==> config.mk <==
export PLATFORM = sky130hd
export DESIGN_NAME = adc_capture_ctrl
export DESIGN_NICKNAME = d
export VERILOG_FILES = /design/src/rtl/adc_capture_ctrl.sv
export SDC_FILE = /design/constraint.sdc
export NUM_CORES = 1
export LEC_CHECK = 0
export CORE_ASPECT_RATIO = 1.2
export CORE_MARGIN = 2
export CORE_UTILIZATION = 40
export DETAILED_ROUTE_END_ITERATION = 7
export PLACE_DENSITY_LB_ADDON = 0.12
export SYNTH_ARGS = -nofsm -noshare
export SYNTH_HDL_FRONTEND = slang
export SYNTH_SLANG_ARGS = --single-unit
export TNS_END_PERCENT = 20
==> constraint.sdc <==
create_clock -name SysSampleClk -period 5.05 [get_ports SysSampleClk]
set_input_delay 1.01 -clock SysSampleClk [delete_from_list [all_inputs] [get_ports SysSampleClk]]
set_output_delay 1.01 -clock SysSampleClk [all_outputs]
set_load 0.05 [all_outputs]
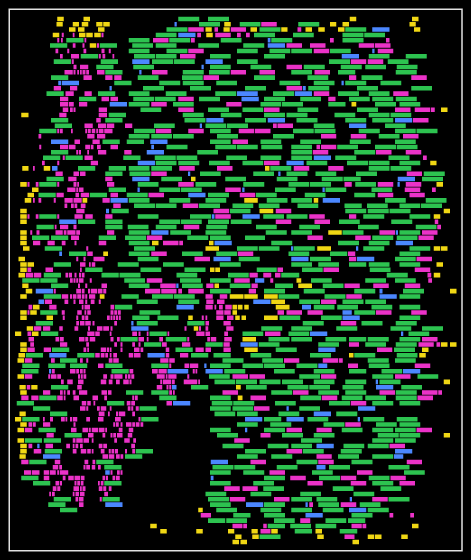
*Cells coloured by class, run 1*
Yellow stands for remaining buffers and delay cells, cells 148, share of their area 5.6%. Green stands for sequential cells, cells 589, share of their area 62%. Blue stands for clock drivers and dummy loads, cells 109, share of their area 6.6%. Magenta stands for remaining logic cells, cells 710, share of their area 26%.
FP Rows: 99
final core utilization: 47.4%

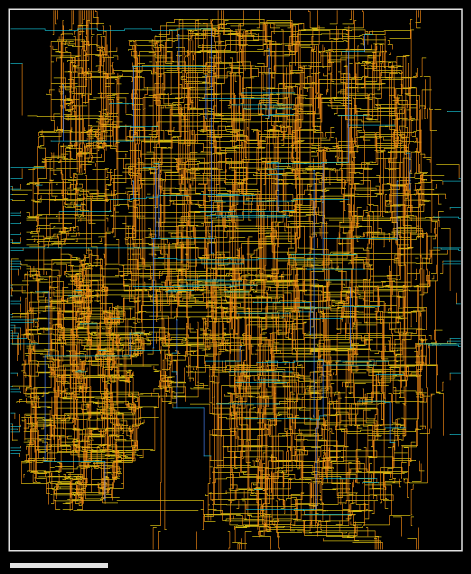
*Wiring by layer, run 1*
The bar under the picture is 50 um long.
Yellow stands for M1, wire length 23.7 mm. Cyan stands for M3, wire length 2290 um. Blue stands for M4, wire length 1030 um. Orange stands for M2, wire length 29.9 mm.
vias: 12700
GR Util All Layers: 18.4%
Total Routed Length: 56900 um

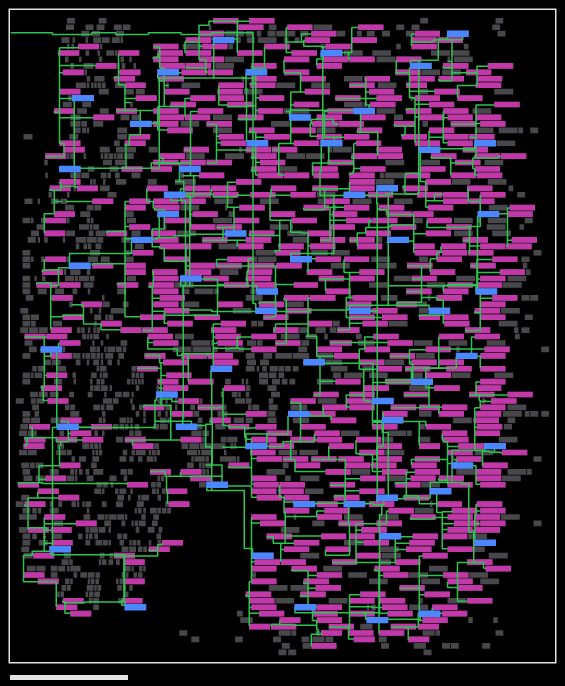
*Clock distribution, run 1*
The bar under the picture is 50 um long.
Green stands for clock wires, length 7100 um. Magenta stands for flip-flops, count 589. Blue stands for clock-net drivers, count 59.
There are 60 routed clock nets. Position of the flops: spread over the die.
final worst clock skew: 0.0165 ns
Clk pwr share: 25.9%

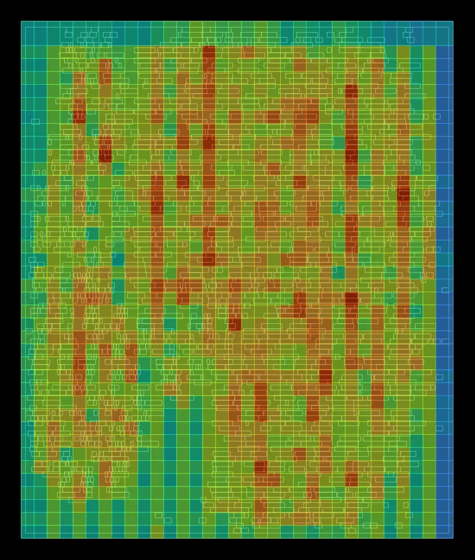
*Track usage over the die, run 1*
GR met1 Demand/Resource: 23.6%
GR Util met3: 2.37%
DR WL/cell: 24.1 um
GRT Max-Usage Layer: met2
global-route met2 utilization: 33.1%

==> job_summary.md, run 1 <==
## PnR job results

| Metric | Value |
|---|---|
| Post-DP HPWL | `34400 um` |
| Unrepaired setup endpoints after global routing | `false` |
| Nets at Floorplan | `1484` |
| YS warnings | `0` |
| Run status | `completed` |
| Share of layout cells above drive strength 1 | `23.1%` |
| Clock Path Buffers | `3` |
| Largest cells by area after synthesis | `edfxtp_1 (57%), mux4_2 (13%), dfrtp_1 (13%)` |
| Minimum clock period | `4.70 ns` |
| Worst-Skew Late Latency | `0.62 ns` |
| Synthesis area per yosys | `24500 um2` |
| Maxcap violations | `0` |
| Filler cells | `5231` |
| Chip Height | `275 um` |
| Resized cells post-CTS | `0` |
| Die area | `63300 um2` |
| Area of the mapped netlist | `24500 um2` |
| Post-CTS setup buffers | `0` |
| First-pass DRT Iterations | `5` |
| Yosys reg bits | `589` |
| Final nets | `1623` |
| Crit Path Class | `reg2out` |
| Top post-synthesis cells by count | `edfxtp_1 (464), mux4_2 (144), dfrtp_1 (125), mux2_2 (58), inv_1 (54)` |
| Buffers on Ports | `110` |
| Ys cells | `1369` |
| CTS tree | `built` |
| Asr flop ratio synth | `21.2%` |
| Clock root cell | `clkbuf_16` |
| First-pass GRT wire length | `85700 um` |
| Cell variety after synth | `59` |
| Tcrit/Tclk final | `93.1%` |
| Setup slack, reg-to-reg | `1.81 ns` |
| Final setup fails | `0` |
| Layout area overhead | `17.2%` |
| Switching Share | `32.4%` |
| Setup TNS | `0 ns` |
| Max reg flops | `464` |
| CTS Buf Count | `59` |
| R2R depth | `11` |
| Count of library flops with an enable pin | `464` |
| CP required | `4.04 ns` |
| DRC | `0` |
| Pwr/cell area | `556 nW/um2` |
| Crit end category | `output pin` |
| Worst hold path type | `in2async` |
| Critical Path AT | `3.69 ns` |
| OpenROAD warnings | `28` |
| Post-DR vias/cell | `5.37` |
| Post-route cell area | `28700 um2` |
| DRT antenna net count | `0` |
| Sw power | `5180 uW` |
| Pins Over Slew Limit | `0` |
| DR iter-0 viols | `867` |
| Routability congestion estimate | `0.756` |
| Dpl cell area | `26900 um2` |
==> run 1: critical path: stages (launching register included) <==
cell             delay (ns)
dfrtp_4                0.74
buf_4                  0.41
mux4_2                 0.55
mux4_2                 0.45
and2_1                 0.19
clkdlybuf4s50_1        0.70
==> run 1: power groups by stage <==
stage / registers (uW) / clock network, uW / logic, uW
4_1_cts: 6980 / 4250 / 4980
6_report: 6960 / 4130 / 4870
2_1_floorplan: 6600 / 0 / 3760
3_5_place_dp: 7080 / 0 / 4970
5_1_grt: 7080 / 4440 / 5220
3_3_place_gp: 7040 / 0 / 4950
==> run 1: through the flow <==
step / hold WS (ns) / worst slack [ns] / total power, uW / instances
after detailed placement: 0.487 / 0.911 / 12000 / 2255
after global routing: 0.416 / 0.140 / 16700 / 2364
after global placement: 0.485 / 0.922 / 12000 / 2255
after CTS: 0.384 / 0.234 / 16200 / 2364
final: 0.387 / 0.348 / 16000 / 2364
after floorplan: 0.466 / 0.956 / 10400 / 1369
==> run 1: cells in the final DEF, fill, tap and decap left out, types with 13 or more instances in the layout <==
master,count
nand2_1,49
ha_1,40
o21ai_0,53
nor3_1,19
clkdlybuf4s50_1,109
edfxtp_1,464
clkbuf_16,60
a31oi_1,18
buf_4,24
mux2_2,58
xnor2_1,28
mux4_2,144
xor2_1,13
nor2_1,38
clkbuf_1,17
inv_1,54
nor4_1,13
a21oi_1,19
nand3_1,14
buf_12,14
and2_1,29
dfrtp_1,121
==> run 1: per-layer routing <==
| layer | track usage [%] | part of all wire (%) | vias to the layer above |
|---|---|---|---|
| met2 | 33.1 | 53 | 261 |
| met3 | 2.37 | 4.0 | 71 |
| met4 | 4.77 | 1.8 | 0 |
| met5 | 0 | 0 | - |
| li1 | - | - | 5707 |
| met1 | 23.6 | 42 | 6667 |
==> run 1: final cells by class <==
cell class	count	area [um2]	area share [%]
clock buffers	83	1650	5.73
clock inverters	26	179	0.623
inverters	54	203	0.705
multi-input cells	656	7070	24.6
flip-flops and latches	589	17100	59.4
well taps	808	1010	3.52
repair buffers	148	1560	5.44
==> run 1: kinds of logic (layout without fill, tap and decap cells) <==
kind of cell | count (synthesis) | in the layout | synth area share [%]
AND/OR/NAND/NOR | 229 | 229 | 4.85
adder cells (fa/ha/maj) | 42 | 42 | 2.16
multiplexers | 216 | 216 | 16.6
AND-OR/OR-AND | 128 | 128 | 3.19
flip-flops | 589 | 589 | 69.6
XOR/XNOR | 41 | 41 | 1.46
buffers and inverters | 124 | 311 | 2.08
==> run 2, diff against run 1 <==
--- a/config.mk
+++ b/config.mk
@@ -13,4 +13,4 @@
 export SYNTH_ARGS = -nofsm -noshare
 export SYNTH_HDL_FRONTEND = slang
 export SYNTH_SLANG_ARGS = --single-unit
-export TNS_END_PERCENT = 20
+export TNS_END_PERCENT = 10
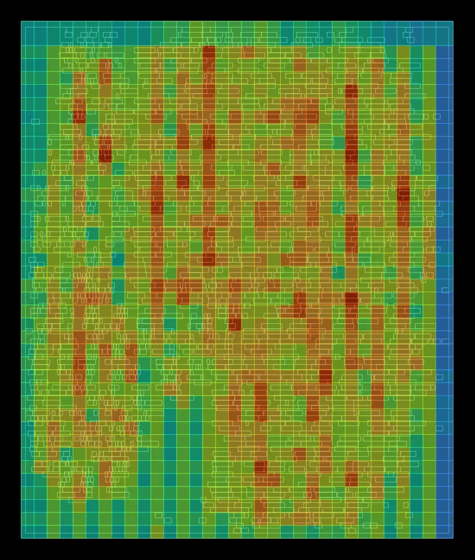
*Track usage over the die, run 2*

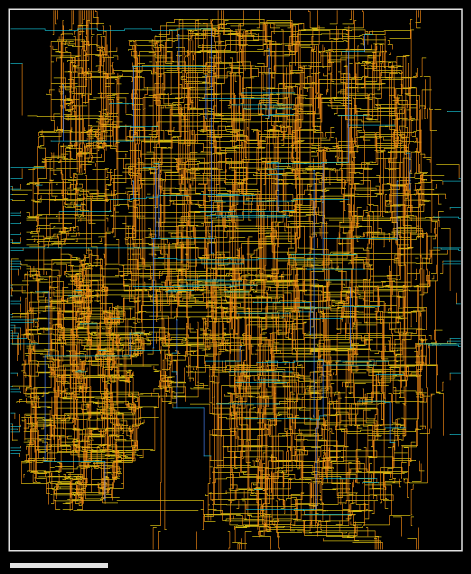
*Wiring by layer, run 2*
The bar under the picture is 50 um long.
Blue stands for M4, wire length 1030 um. Yellow stands for M1, wire length 23.7 mm. Cyan stands for M3, wire length 2290 um. Orange stands for M2, wire length 29.9 mm.

==> job_summary.md, run 2 <==
## PnR job results

| Metric | Value |
|---|---|
| DRC | `0` |
| Top Layout Cells | `edfxtp_1 (464), mux4_2 (144), dfrtp_1 (121)` |
| Asr flop ratio synth | `21.2%` |
| Crit end category | `output pin` |
| Pins Over Slew Limit | `0` |
| Yosys reg bits | `589` |
| Chip Height | `275 um` |
| Vias | `12700` |
| OpenROAD warnings | `28` |
| Run status | `completed` |
| Final setup fails | `0` |
| Cell variety after synth | `59` |
| First-pass GRT wire length | `85700 um` |
| Worst-Skew Late Latency | `0.62 ns` |
| Worst hold path type | `in2async` |
| GR Util met3 | `2.37%` |
| Routability congestion estimate | `0.756` |
| CP required | `4.04 ns` |
| First-pass DRT Iterations | `5` |
| Unrepaired setup endpoints after global routing | `false` |
| Overall Power | `16000 uW` |
| Tcrit/Tclk final | `93.1%` |
| Buffers on Ports | `110` |
| Filler cells | `5231` |
| Clock Path Buffers | `3` |
| Post-CTS setup buffers | `0` |
| Most frequent logic cell in the layout | `edfxtp_1` |
| CTS Buf Count | `59` |
| Critical Path AT | `3.69 ns` |
| YS warnings | `0` |
| Placed cell count | `2255` |
| Ys cells | `1369` |
| Final worst clock skew | `0.0165 ns` |
| Share of layout cells above drive strength 1 | `23.1%` |
| Layout area overhead | `17.2%` |
| GRT Max-Usage Layer | `met2` |
| Area of the mapped netlist | `24500 um2` |
| Post-DR vias/cell | `5.37` |
| Maxcap violations | `0` |
| Setup TNS | `0 ns` |
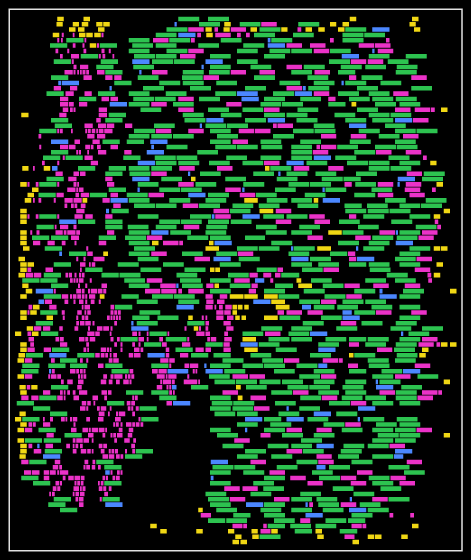
*Cells coloured by class, run 2*
Magenta stands for remaining logic cells, cells 710, share of their area 26%. Blue stands for clock drivers and dummy loads, cells 109, share of their area 6.6%. Yellow stands for remaining buffers and delay cells, cells 148, share of their area 5.6%. Green stands for sequential cells, cells 589, share of their area 62%.
post-route cell area: 28700 um2
core region area: 60700 um2
Seq area share: 59.4%

==> run 2: critical path, cell delays in order (launching register included) <==
cell and delay (ns):
dfrtp_4 0.74, buf_4 0.41, mux4_2 0.55, mux4_2 0.45
and2_1 0.19, clkdlybuf4s50_1 0.70
==> run 2: logic make-up (layout without fill, tap and decap cells) <==
kind of cell | count (synthesis) | in the layout | synth area share [%]
simple gates | 229 | 229 | 4.85
flops | 589 | 589 | 69.6
compound gates | 128 | 128 | 3.19
mux | 216 | 216 | 16.6
xor+xnor | 41 | 41 | 1.46
fa+ha+maj | 42 | 42 | 2.16
buf+inv | 124 | 311 | 2.08
==> run 2: power by group <==
group | switching (uW) | total [uW] | internal [uW] | leakage [uW]
Combinational | 2510 | 4870 | 2360 | 0.00310
Sequential | 853 | 6960 | 6110 | 0.00578
Clock | 1810 | 4130 | 2320 | 0.000889
Total | 5180 | 16000 | 10800 | 0.00977
==> run 2: metrics by stage <==
step                cell area (um2)  worst slack (ns)  hold WS (ns)
detailed placement            26900             0.911         0.487
global route                  28700             0.140         0.416
finish                        28700             0.348         0.387
global placement              26900             0.922         0.485
CTS                           28700             0.234         0.384
floorplan                     24500             0.956         0.466
==> run 2: area by class of cell <==
class | count | area [um2] | area share (%)
Clock buffer | 83 | 1650 | 5.73
Clock inverter | 26 | 179 | 0.623
Inverter | 54 | 203 | 0.705
Multi-Input combinational cell | 656 | 7070 | 24.6
Sequential cell | 589 | 17100 | 59.4
Tap cell | 808 | 1010 | 3.52
Timing Repair Buffer | 148 | 1560 | 5.44
==> run 2: per-layer routing <==
layer	share of wire (%)	wire length (um)
met5	0	0
met4	1.8	1030
met3	4.0	2290
met2	53	29900
met1	42	23700
Power figures rest on the tool's default switching activity, not on a simulated workload.
